File: src/rtl/fetch_stage.sv
// Instruction-fetch stage: PC, two-word instruction assembly, stall/redirect
// handling and the IF/ID pipeline register.
// Optional feature macro: FETCH_PERF_CNT_EN adds issued_cnt / bubble_cnt.
module fetch_stage #(
    parameter int unsigned ADDR_W       = 20,
    parameter logic [ADDR_W-1:0] RESET_VECTOR = '0,
    parameter logic [15:0] NOP_WORD     = 16'hF800
) (
    input  logic              clk,
    input  logic              rst,
    input  logic              stall,
    input  logic              redirect,
    input  logic [ADDR_W-1:0] redirect_pc,
    output logic [ADDR_W-1:0] imem_addr,
    input  logic [15:0]       imem_data,
    output logic [15:0]       ifid_inst,
    output logic [15:0]       ifid_imm,
    output logic [ADDR_W-1:0] ifid_pc,
`ifdef FETCH_PERF_CNT_EN
    output logic [31:0]       issued_cnt,
    output logic [31:0]       bubble_cnt,
`endif
    output logic              ifid_valid
);

    localparam int unsigned OPC_W = 5;

    typedef enum logic {
        FETCH_OP  = 1'b0,
        FETCH_IMM = 1'b1
    } state_t;

    state_t            state;
    logic [ADDR_W-1:0] pc;
    logic [15:0]       hold_op;
    logic [ADDR_W-1:0] hold_pc;
    logic              two_word_c;

    // ldm, shl and shr carry a trailing 16-bit immediate word
    always_comb begin
        two_word_c = 1'b0;
        case (imem_data[15:11])
            OPC_W'(5'b00111),
            OPC_W'(5'b10100),
            OPC_W'(5'b10101): two_word_c = 1'b1;
            default:          two_word_c = 1'b0;
        endcase
    end

    assign imem_addr = pc;

    // PC, assembly state and IF/ID register; priority rst > redirect > stall
    always_ff @(posedge clk or posedge rst) begin
        if (rst) begin
            pc         <= RESET_VECTOR;
            state      <= FETCH_OP;
            hold_op    <= '0;
            hold_pc    <= '0;
            ifid_inst  <= NOP_WORD;
            ifid_imm   <= '0;
            ifid_pc    <= '0;
            ifid_valid <= 1'b0;
        end else if (redirect) begin
            pc         <= redirect_pc;
            state      <= FETCH_OP;
            hold_op    <= '0;
            hold_pc    <= '0;
            ifid_inst  <= NOP_WORD;
            ifid_imm   <= '0;
            ifid_pc    <= '0;
            ifid_valid <= 1'b0;
        end else if (!stall) begin
            pc <= pc + ADDR_W'(1);
            case (state)
                FETCH_OP: begin
                    if (two_word_c) begin
                        hold_op    <= imem_data;
                        hold_pc    <= pc;
                        state      <= FETCH_IMM;
                        ifid_inst  <= NOP_WORD;
                        ifid_imm   <= '0;
                        ifid_pc    <= '0;
                        ifid_valid <= 1'b0;
                    end else begin
                        ifid_inst  <= imem_data;
                        ifid_imm   <= '0;
                        ifid_pc    <= pc;
                        ifid_valid <= 1'b1;
                    end
                end
                FETCH_IMM: begin
                    ifid_inst  <= hold_op;
                    ifid_imm   <= imem_data;
                    ifid_pc    <= hold_pc;
                    ifid_valid <= 1'b1;
                    state      <= FETCH_OP;
                end
                default: state <= FETCH_OP;
            endcase
        end
    end

`ifdef FETCH_PERF_CNT_EN
    logic load_valid_c;

    // IF/ID receives a real instruction this cycle (when it updates at all)
    always_comb begin
        load_valid_c = 1'b0;
        if (!redirect)
            load_valid_c = (state == FETCH_IMM) || !two_word_c;
    end

    // Issue/bubble counters advance only when IF/ID actually updates
    always_ff @(posedge clk or posedge rst) begin
        if (rst) begin
            issued_cnt <= '0;
            bubble_cnt <= '0;
        end else if (redirect || !stall) begin
            if (load_valid_c)
                issued_cnt <= issued_cnt + 32'd1;
            else
                bubble_cnt <= bubble_cnt + 32'd1;
        end
    end
`endif

endmodule

File: config.mk
export PLATFORM = sky130hd
export DESIGN_NAME = fetch_stage
export DESIGN_NICKNAME = d
export VERILOG_FILES = /design/src/rtl/fetch_stage.sv
export SDC_FILE = /design/constraint.sdc
export NUM_CORES = 1
export LEC_CHECK = 0
export CELL_PAD_IN_SITES_DETAIL_PLACEMENT = 1
export CELL_PAD_IN_SITES_GLOBAL_PLACEMENT = 1
export CORE_ASPECT_RATIO = 0.75
export CORE_MARGIN = 3
export CORE_UTILIZATION = 42
export DETAILED_ROUTE_END_ITERATION = 16
export PLACE_DENSITY_LB_ADDON = 0.08
export SLEW_MARGIN = 20
export SYNTH_ARGS = -nofsm -noshare
export SYNTH_HDL_FRONTEND = slang
export SYNTH_SLANG_ARGS = --single-unit
File: constraint.sdc
create_clock -name clk -period 9.9 [get_ports clk]
set_input_delay 2.97 -clock clk [delete_from_list [all_inputs] [get_ports clk]]
set_output_delay 2.97 -clock clk [all_outputs]
set_load 0.03 [all_outputs]
### Port wiring, run 1

Drawn at 3 px/um.
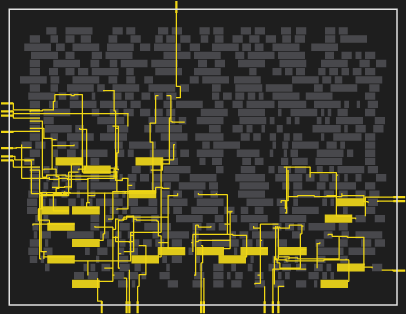
[yellow] imem_addr | bits: 20 | direction: output | end cells: 20 | buffers: 20 | wire: 1590 um
Top Ports: 113
Port Buffer Count: 112

### Signal wires by layer, run 1

Drawn at 3 px/um.
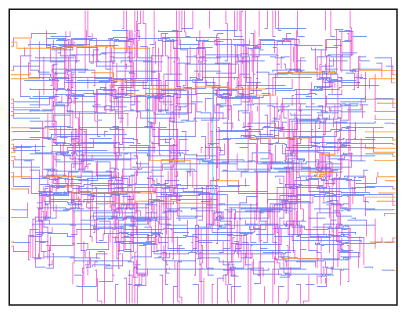
[orange] M3 | wire length: 552 um
[blue] M1 | wire length: 6070 um
[magenta] M2 | wire length: 6340 um
[cyan] M4 | wire length: 76.2 um
drt wl/cell: 20.7 um
via count: 3703
Overall Global Routing Usage: 0.216
DRT Wirelength: 13000 um

### Pin placement, run 1

Drawn at 2 px/um. Pins as bars across the die edge, other pins in grey.
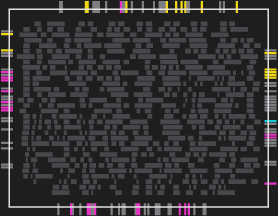
[magenta] imem_addr | pins: 20 | direction: output | edge: 9 bottom, 7 left, 3 right, 1 top
[cyan] ifid_valid | pins: 1 | direction: output | edge: right
[yellow] ifid_imm | pins: 16 | direction: output | edge: 9 top, 5 right, 2 left
all pins by edge: 30 top, 29 right, 29 bottom, 25 left
Die H: 98.1 um
Die Wd: 129 um

==> flow_summary.ini, run 1 <==
; implementation run metrics
[cells_and_area]
drive_gt1_frac = 0.0707
final_common_cell = clkdlybuf4s50_1
fin_nets = 531
design_area_mm2 = 0.00621
lay_top_cells = clkdlybuf4s50_1 (111), dfrtp_1 (105), a22o_1 (77), a21o_1 (34), nand2_1 (26)
final_cells = 631
final_core_util = 0.583
n_antenna_cell = 0

[floorplanning]
core_area_mm2 = 0.0107
die-area_mm2 = 0.0126
initCoreUtil = 0.446

[clocking]
root_buffer = clkbuf_16
htreeDepth = 3
cts_num_sinks = 110
cts_tree = done
cts_buffer_depth = 2
postCtsSetupRepairBufs = 0
clock_latency_ns = 0.35
hold_buffers = 0

[power]
intPower_uw = 714
pg_clk_uw = 339
p_seq_uw = 498
p_seq_frac = 0.498
ir_drop_uv = 92.0
power_leader = sequential cells
clockPowerShare = 0.339
total_leakage_power_uw = 0.00294

[place]
place_ws_ns = 4.59
dp_hpwl_um = 8650
gp_congestion = 0.762
placed_area_mm2 = 0.00594

[run_status]
status = completed

[global_routing]
grt_overflow_total = 0
antenna_found_initial = 0
grt_max_degree = 65
grt_pass1_wl_um = 21600
grt_pass1_vias = 3949

[synthesis]
ys_seq_elements = 110
aoi_share = 0.242
syn_area_mm2 = 0.00475
mux_area_frac = 0.0129
synth_warnings = 0
yosys_area_mm2 = 0.00475
fp_nets = 433
ys_cells = 392
adder_share = 0.00264
flop_cell = dfrtp_1
ys_sh_xor = 0.0221
synth.cellmix.simpleShare = 0.0920
synth_top_cell_by_area = dfrtp_1
ys_seq_frac = 0.581

[worst_setup_path]
worstPathCellList = clkdlybuf4s50_1, nor2_1, and3b_1, buf_4, a21o_1
crit_start = stall
endpoint = ifid_pc[19]$_DFFE_PP0P_
cp.arrival_ns = 5.23
crit_buf_inv = 2
critical-path-max-stage-delay_ns = 0.71
rr_startpoint = state$_DFFE_PP0P_
r2r_slack_ns = 7.94
r2r_cells = 3
path_max_fanout = 21
cp_data_required_time_ns = 10.18
cpLargestDelayFamily = buffers and inverters
cp-end-kind = flip-flop
reg2reg_to = hold_pc[16]$_DFFE_PP0P_

[route]
drt-met1-wl_um = 6070
drtIter0Drc = 270
routed-wl-met3_um = 552
routed.top_layer = met4
drcViolationCount = 0
wl_met2_um = 6340

[hold_path]
hold_path_class = flip-flop to flip-flop
min_from = hold_op[13]$_DFFE_PP0P_
hold_depth = 1

[flow_run]
maxCapViolCount = 0
openroad.warnings = 26

[final_timing]
rsz0062_at_grt = no
fin_worst_skew_ns = 0.0114
setup_ws_ns = 4.95
drv_slew = 0
hold_viol_final = 0
max_freq_ghz = 0.202
slew_headroom = 0.357
final.period_utilization = 0.500
fin_crit_ns = 4.95
run 1: state kept, by name (all words and copies together) (netlist names):
| signal | cells |
|---|---|
| ifid_inst | 16 |
| state | 1 |
| ifid_valid | 1 |
| imem_addr | 20 |
| hold_op | 16 |
| ifid_imm | 16 |
| ifid_pc | 20 |
| hold_pc | 20 |
run 1: layout make-up:
cell class,instances,area [um2],share of cell area
Sequential cell,110,2760,0.444
Multi-Input combinational cell,244,1780,0.286
Timing Repair Buffer,118,1200,0.193
Clock buffer,10,229,0.0369
Tap cell,136,170,0.0274
Clock inverter,6,47.5,0.00765
Inverter,7,28.8,0.00463
run 1: per-layer routing:
metal / global-route usage / vias up
met3: 0.0514 / 5
li1: - / 1644
met1: 0.316 / 1955
met4: 0.0323 / 0
met2: 0.338 / 99
met5: 0 / -
### Where the registers sit, run 1

Drawn at 2 px/um.
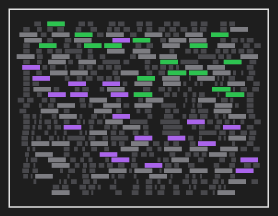

==> inputs of run 2 (changes only) <==
CORE_UTILIZATION = 39   (was 42)
clock period = 4.77 ns   (was 9.9 ns; I/O delays follow)
### Where the registers sit, run 2

Drawn at 2 px/um.
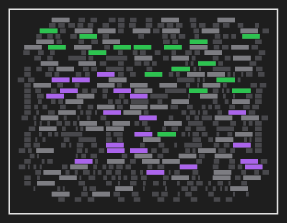
[purple] ifid_pc | placed flops: 20
[green] ifid_inst | placed flops: 16
not coloured: 74
reported sequential group power: 1040 uW
flop share of the area: 0.438
fin util: 0.537
Reg area: 0.00276 mm2

==> run 2 against run 1 <==
  * Register-to-register slack worse by 5.2 ns
  * Critical path depth stayed put
  * Flip-flop count stayed put
  * Clock power went up to 2.6 times the previous value
  * Sequential share of layout area is 0.62 points lower
  * Non-clock buffer count is 2 higher
  * Final cell count is 4.4% higher
  * Clock skew is 0.0052 ns lower
  * Synthesized cell count stayed put
  * Area after synthesis stayed put
  * Critical path type unchanged
  * Critical endpoint is now ifid_inst[3]$_DFFE_PP0P_
==> flow_summary.ini, run 2 <==
; implementation run metrics
[run_status]
status = completed

[place]
dp_hpwl_um = 8590
placed_area_mm2 = 0.00594
gp_congestion = 0.758
port_buffers = 112
place_ws_ns = 1.06

[global_routing]
grt_util_all_layers = 0.200
gr-usage-met2 = 0.310
gr-usage-met3 = 0.0482
grt_use_met1 = 0.288
grt_pass1_wl_um = 21600
grt_overflow_total = 0
top_usage_layer = met2
grt_max_degree = 54
grt_pass1_vias = 3915
antenna_found_initial = 0

[cells_and_area]
drive_gt1_frac = 0.0765
comb_cells = 244
clk_share = 0.0566
buf_share = 0.187
design_area_mm2 = 0.00630
final_common_cell = clkdlybuf4s50_1
flops = 110
largestClassByArea = registers
comb_area_share = 0.282
lay_top_cells = clkdlybuf4s50_1 (111), dfrtp_1 (105), a22o_1 (77), a21o_1 (34), nand2_1 (26)
n_antenna_cell = 0
buffers = 120
final_cells = 659
combGateArea_mm2 = 0.00178
inverters_excl_clock = 7
clkbuf_count = 11

[final_timing]
rsz0062_at_grt = no
setup_ws_ns = 1.44
final.period_utilization = 0.698
fin_worst_skew_ns = 0.00621
max_freq_ghz = 0.300
drv_slew = 0
fin_crit_ns = 3.33

[route]
drcViolationCount = 0
drtIter0Drc = 199
routed-wl-met3_um = 552
drt-met1-wl_um = 6430
routed.top_layer = met4
wl_met2_um = 5960
wl_per_cell_um = 19.9
wl_um = 13100
vias = 3643

[synthesis]
synth.cellmix.simpleShare = 0.0920
aoi_share = 0.242
flop_cell = dfrtp_1
synth_top_cell_by_area = dfrtp_1
ys_cells = 392
yosys_area_mm2 = 0.00475
syn_area_mm2 = 0.00475
ys_seq_elements = 110
fp_nets = 433
ys_sh_xor = 0.0221

[hold_path]
min_from = hold_op[13]$_DFFE_PP0P_
hold_depth = 1
hold_path_class = flip-flop to flip-flop

[clocking]
cts_num_sinks = 110
htreeDepth = 3
root_buffer = clkbuf_16
hold_buffers = 0
clock_latency_ns = 0.35
postCtsSetupRepairBufs = 0

[power]
p_seq_frac = 0.460
total_leakage_power_uw = 0.00298
ir_drop_uv = 216
power_leader = sequential cells
intPower_uw = 1660
clockPowerShare = 0.393

[worst_setup_path]
crit_start = stall
endpoint = ifid_inst[3]$_DFFE_PP0P_
path_max_fanout = 43
r2r_slack_ns = 2.79
cp_data_required_time_ns = 5.06
cp.arrival_ns = 3.62
reg2reg_to = imem_addr[19]$_DFFE_PP0P_

[floorplanning]
die-area_mm2 = 0.0135
io_pins = 113
core_area_mm2 = 0.0117
dieHeight_um = 102
fp.dieW_um = 133

[flow_run]
maxCapViolCount = 0
==> run 2: cell count changes in the layout (fill, tap and decap cells not counted) <==
| cell | before | now |
|---|---|---|
| clkinv_4 | 3 | 0 |
| bufinv_16 | 0 | 3 |
| clkbuf_8 | 0 | 2 |
| clkinvlp_4 | 1 | 0 |
| clkbuf_1 | 1 | 0 |
| buf_4 | 4 | 8 |
| buf_16 | 2 | 0 |
==> run 2: through the flow <==
stage          power [uW]  hold WS (ns)
3_5_place_dp         1390         0.466
2_1_floorplan        1230         0.444
6_report             2250         0.481
5_1_grt              2340         0.512
3_3_place_gp         1380         0.463
4_1_cts              2270         0.482
==> run 2: critical path, stage by stage <==
cell,delay [ns]
clkdlybuf4s50_1,0.68
nor2_1,0.28
and2_2,0.82
a22o_1,0.28
a21o_1,0.09
### Port wiring, run 2

Drawn at 3 px/um.
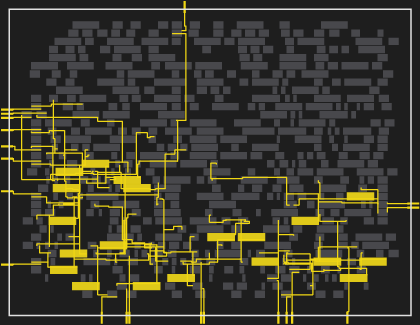

==> inputs of run 3 (changes only) <==
CORE_UTILIZATION = 35   (was 39)
clock period = 2.9 ns   (was 4.77 ns; I/O delays follow)
### Port wiring, run 3

Drawn at 3 px/um.
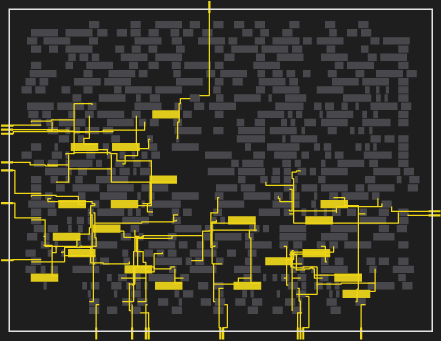
[yellow] imem_addr | bits: 20 | direction: output | end cells: 20 | buffers: 20 | wire: 1450 um

==> run 3 against run 2 <==
  * Non-clock buffer count up 5
  * Clock skew down 0.00080 ns
  * Core utilization down 4.8 points
  * Cell area up 1.7%
  * Via count up 0.82%
  * Synthesized cell count unchanged
  * Final cell count up 2.1%
  * Routed wire length up 1.2%
  * Combinational power up 72%
  * Register-to-register slack worse by 2.0 ns
  * Critical path type is now flip-flop to primary output
==> flow_summary.ini, run 3 <==
; implementation run metrics
[global_routing]
grt_pass1_vias = 3912
grt_max_degree = 111
grt_util_all_layers = 0.182
grt_overflow_total = 0
grt_pass1_wl_um = 21800
antenna_found_initial = 0

[final_timing]
fin_worst_skew_ns = 0.00541
final.period_utilization = 0.859
drv_slew = 0
fin_crit_ns = 2.49
tightest_slew_ns = 0.944
slew_headroom = 0.369
setup_viol = 0
holdWs_ns = 0.490
max_freq_ghz = 0.401
rsz0062_at_grt = no
setup_tns_ns = 0
setup_ws_ns = 0.409
hold_viol_final = 0

[synthesis]
top_cell = dfrtp_1
top_area_frac = 0.553
netlist_top_cells_area = dfrtp_1 (55%), a22o_1 (14%), a21o_1 (5.4%), dfstp_2 (2.8%), nand2_1 (2.1%)
synth_cell_types = 41
edf_count = 0
flop_cell = dfrtp_1
ys_cells = 392
synth_area_per_cell_um2 = 12.1
fp_nets = 433
ys_seq_frac = 0.581
ys_seq_elements = 110
yosys_area_mm2 = 0.00475
syn_inst = 392
syn_area_mm2 = 0.00475
ys_top_cells_by_count = dfrtp_1 (105), a22o_1 (77), a21o_1 (34)
synth_warnings = 0
synth_top_cell_by_area = dfrtp_1

[worst_setup_path]
cp.arrival_ns = 1.62
critPathSlowestCell = clkdlybuf4s50_1
cp-end-kind = primary output
crit_buf_inv = 1
r2r_cells = 4
cp.depth = 1
r2r_slack_ns = 0.84
path_max_fanout = 8
crit_start = imem_addr[11]$_DFFE_PP0P_
critPathKind = flip-flop to primary output
worstSetupStartpointType = flip-flop
cp_data_required_time_ns = 2.03
critical-path-max-stage-delay_ns = 0.74
worstPathCellList = clkdlybuf4s50_1
rr_startpoint = imem_addr[2]$_DFFE_PP0P_
reg2reg_to = imem_addr[19]$_DFFE_PP0P_
cpLargestDelayFamily = buffers and inverters
endpoint = imem_addr[11]

[floorplanning]
tapCellCount = 171
io_pins = 113
fp.dieW_um = 140
rows = 36
die-area_mm2 = 0.0150
dieHeight_um = 107
core_area_mm2 = 0.0131

[cells_and_area]
lay_top_cells = clkdlybuf4s50_1 (111), dfrtp_1 (105), a22o_1 (77), a21o_1 (34), nand2_1 (26)
inverters_excl_clock = 7
final_core_util = 0.489
drive_gt1_frac = 0.0817
seq_share = 0.430
comb_cells = 244
area_delta_synth_final_pct = 35.0
buffers = 125
largestClassByArea = registers
n_antenna_cell = 0
clkbuf_count = 12
combGateArea_mm2 = 0.00178
flops = 110
final_cells = 673
comb_area_share = 0.277
buf_share = 0.201
fillers = 1383
final_common_cell = clkdlybuf4s50_1
design_area_mm2 = 0.00641
seq_area_mm2 = 0.00276
fin_nets = 538
clk_share = 0.0533

[clocking]
root_buffer = clkbuf_16
cts_tree = done
clock_latency_ns = 0.34
cts_resized = 0
cts_made_buffers = 9
cts_buffer_depth = 2
hold_buffers = 0
cts_num_sinks = 110
postCtsSetupRepairBufs = 0
htreeDepth = 3

[power]
powerDensity_mw_per_mm2 = 573
ir_drop_uv = 307
report.power.total_uw = 3670
total_leakage_power_uw = 0.00302

[flow_run]
maxCapViolCount = 0
openroad.warnings = 28

[place]
port_buffers = 112
place_inst = 657
gp_congestion = 0.753
place_ws_ns = 0.0572
dp_hpwl_um = 8710
placed_area_mm2 = 0.00607

[route]
vias_per_cell = 5.46
drtIter0Drc = 237
first_pass_iters = 4
wl_per_cell_um = 19.7
drcViolationCount = 0
vias = 3673
wl_um = 13300
postRouteAntennaNets = 0

[run_status]
status = completed

[hold_path]
min_from = ifid_imm[11]$_DFFE_PP0P_
hold_path_class = flip-flop to flip-flop
min_to = ifid_imm[11]$_DFFE_PP0P_
hold_depth = 2
[run 3: cell counts after synthesis]
No cell type changed its count.
[run 3: cells by family (layout without fill, tap and decap cells)]
kind of cell	count (synthesis)	after routing	share of synthesized area
buf+inv	38	148	0.0477
mux	6	6	0.0129
fa+ha+maj	1	1	0.00263
simple gates	78	78	0.0920
flops	110	110	0.581
compound gates	147	147	0.242
xor+xnor	12	12	0.0221
[run 3: routing by layer]
layer  part of all wire  vias to the layer above  track usage  wire [um]
met3              0.047                       10       0.0526        623
met5                  0                        -            0          0
li1                   -                     1658            -          -
met4             0.0088                        0       0.0353        117
met1               0.51                     1914        0.272       6760
met2               0.43                       91        0.266       5770
[run 3: power breakdown]
part / total, uW / switching [uW] / internal (uW)
sequential: 1700 / 86.1 / 1610
combinational: 568 / 320 / 248
clock: 1410 / 541 / 868

## Gallery

Congestion heat map.
image #1
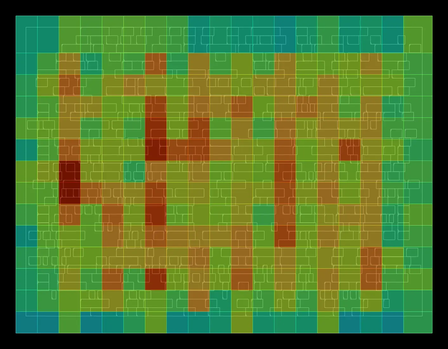
image #2
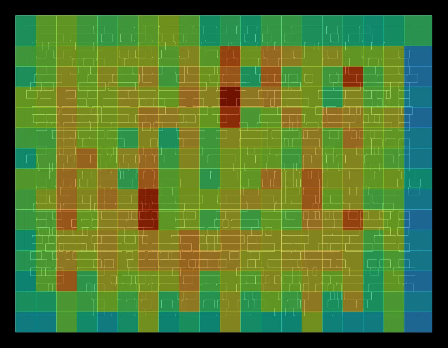
image #3
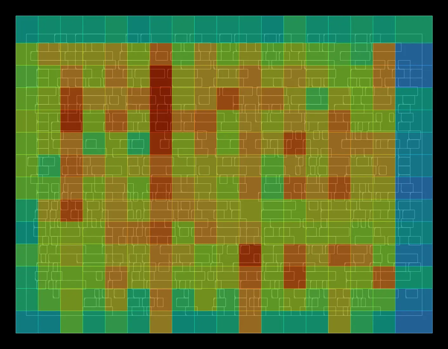
Run 3 is image #2.
Run 1 is image #3.
Run 2 is image #1.

No activity file was given, so power comes from the tool's default toggle rates.
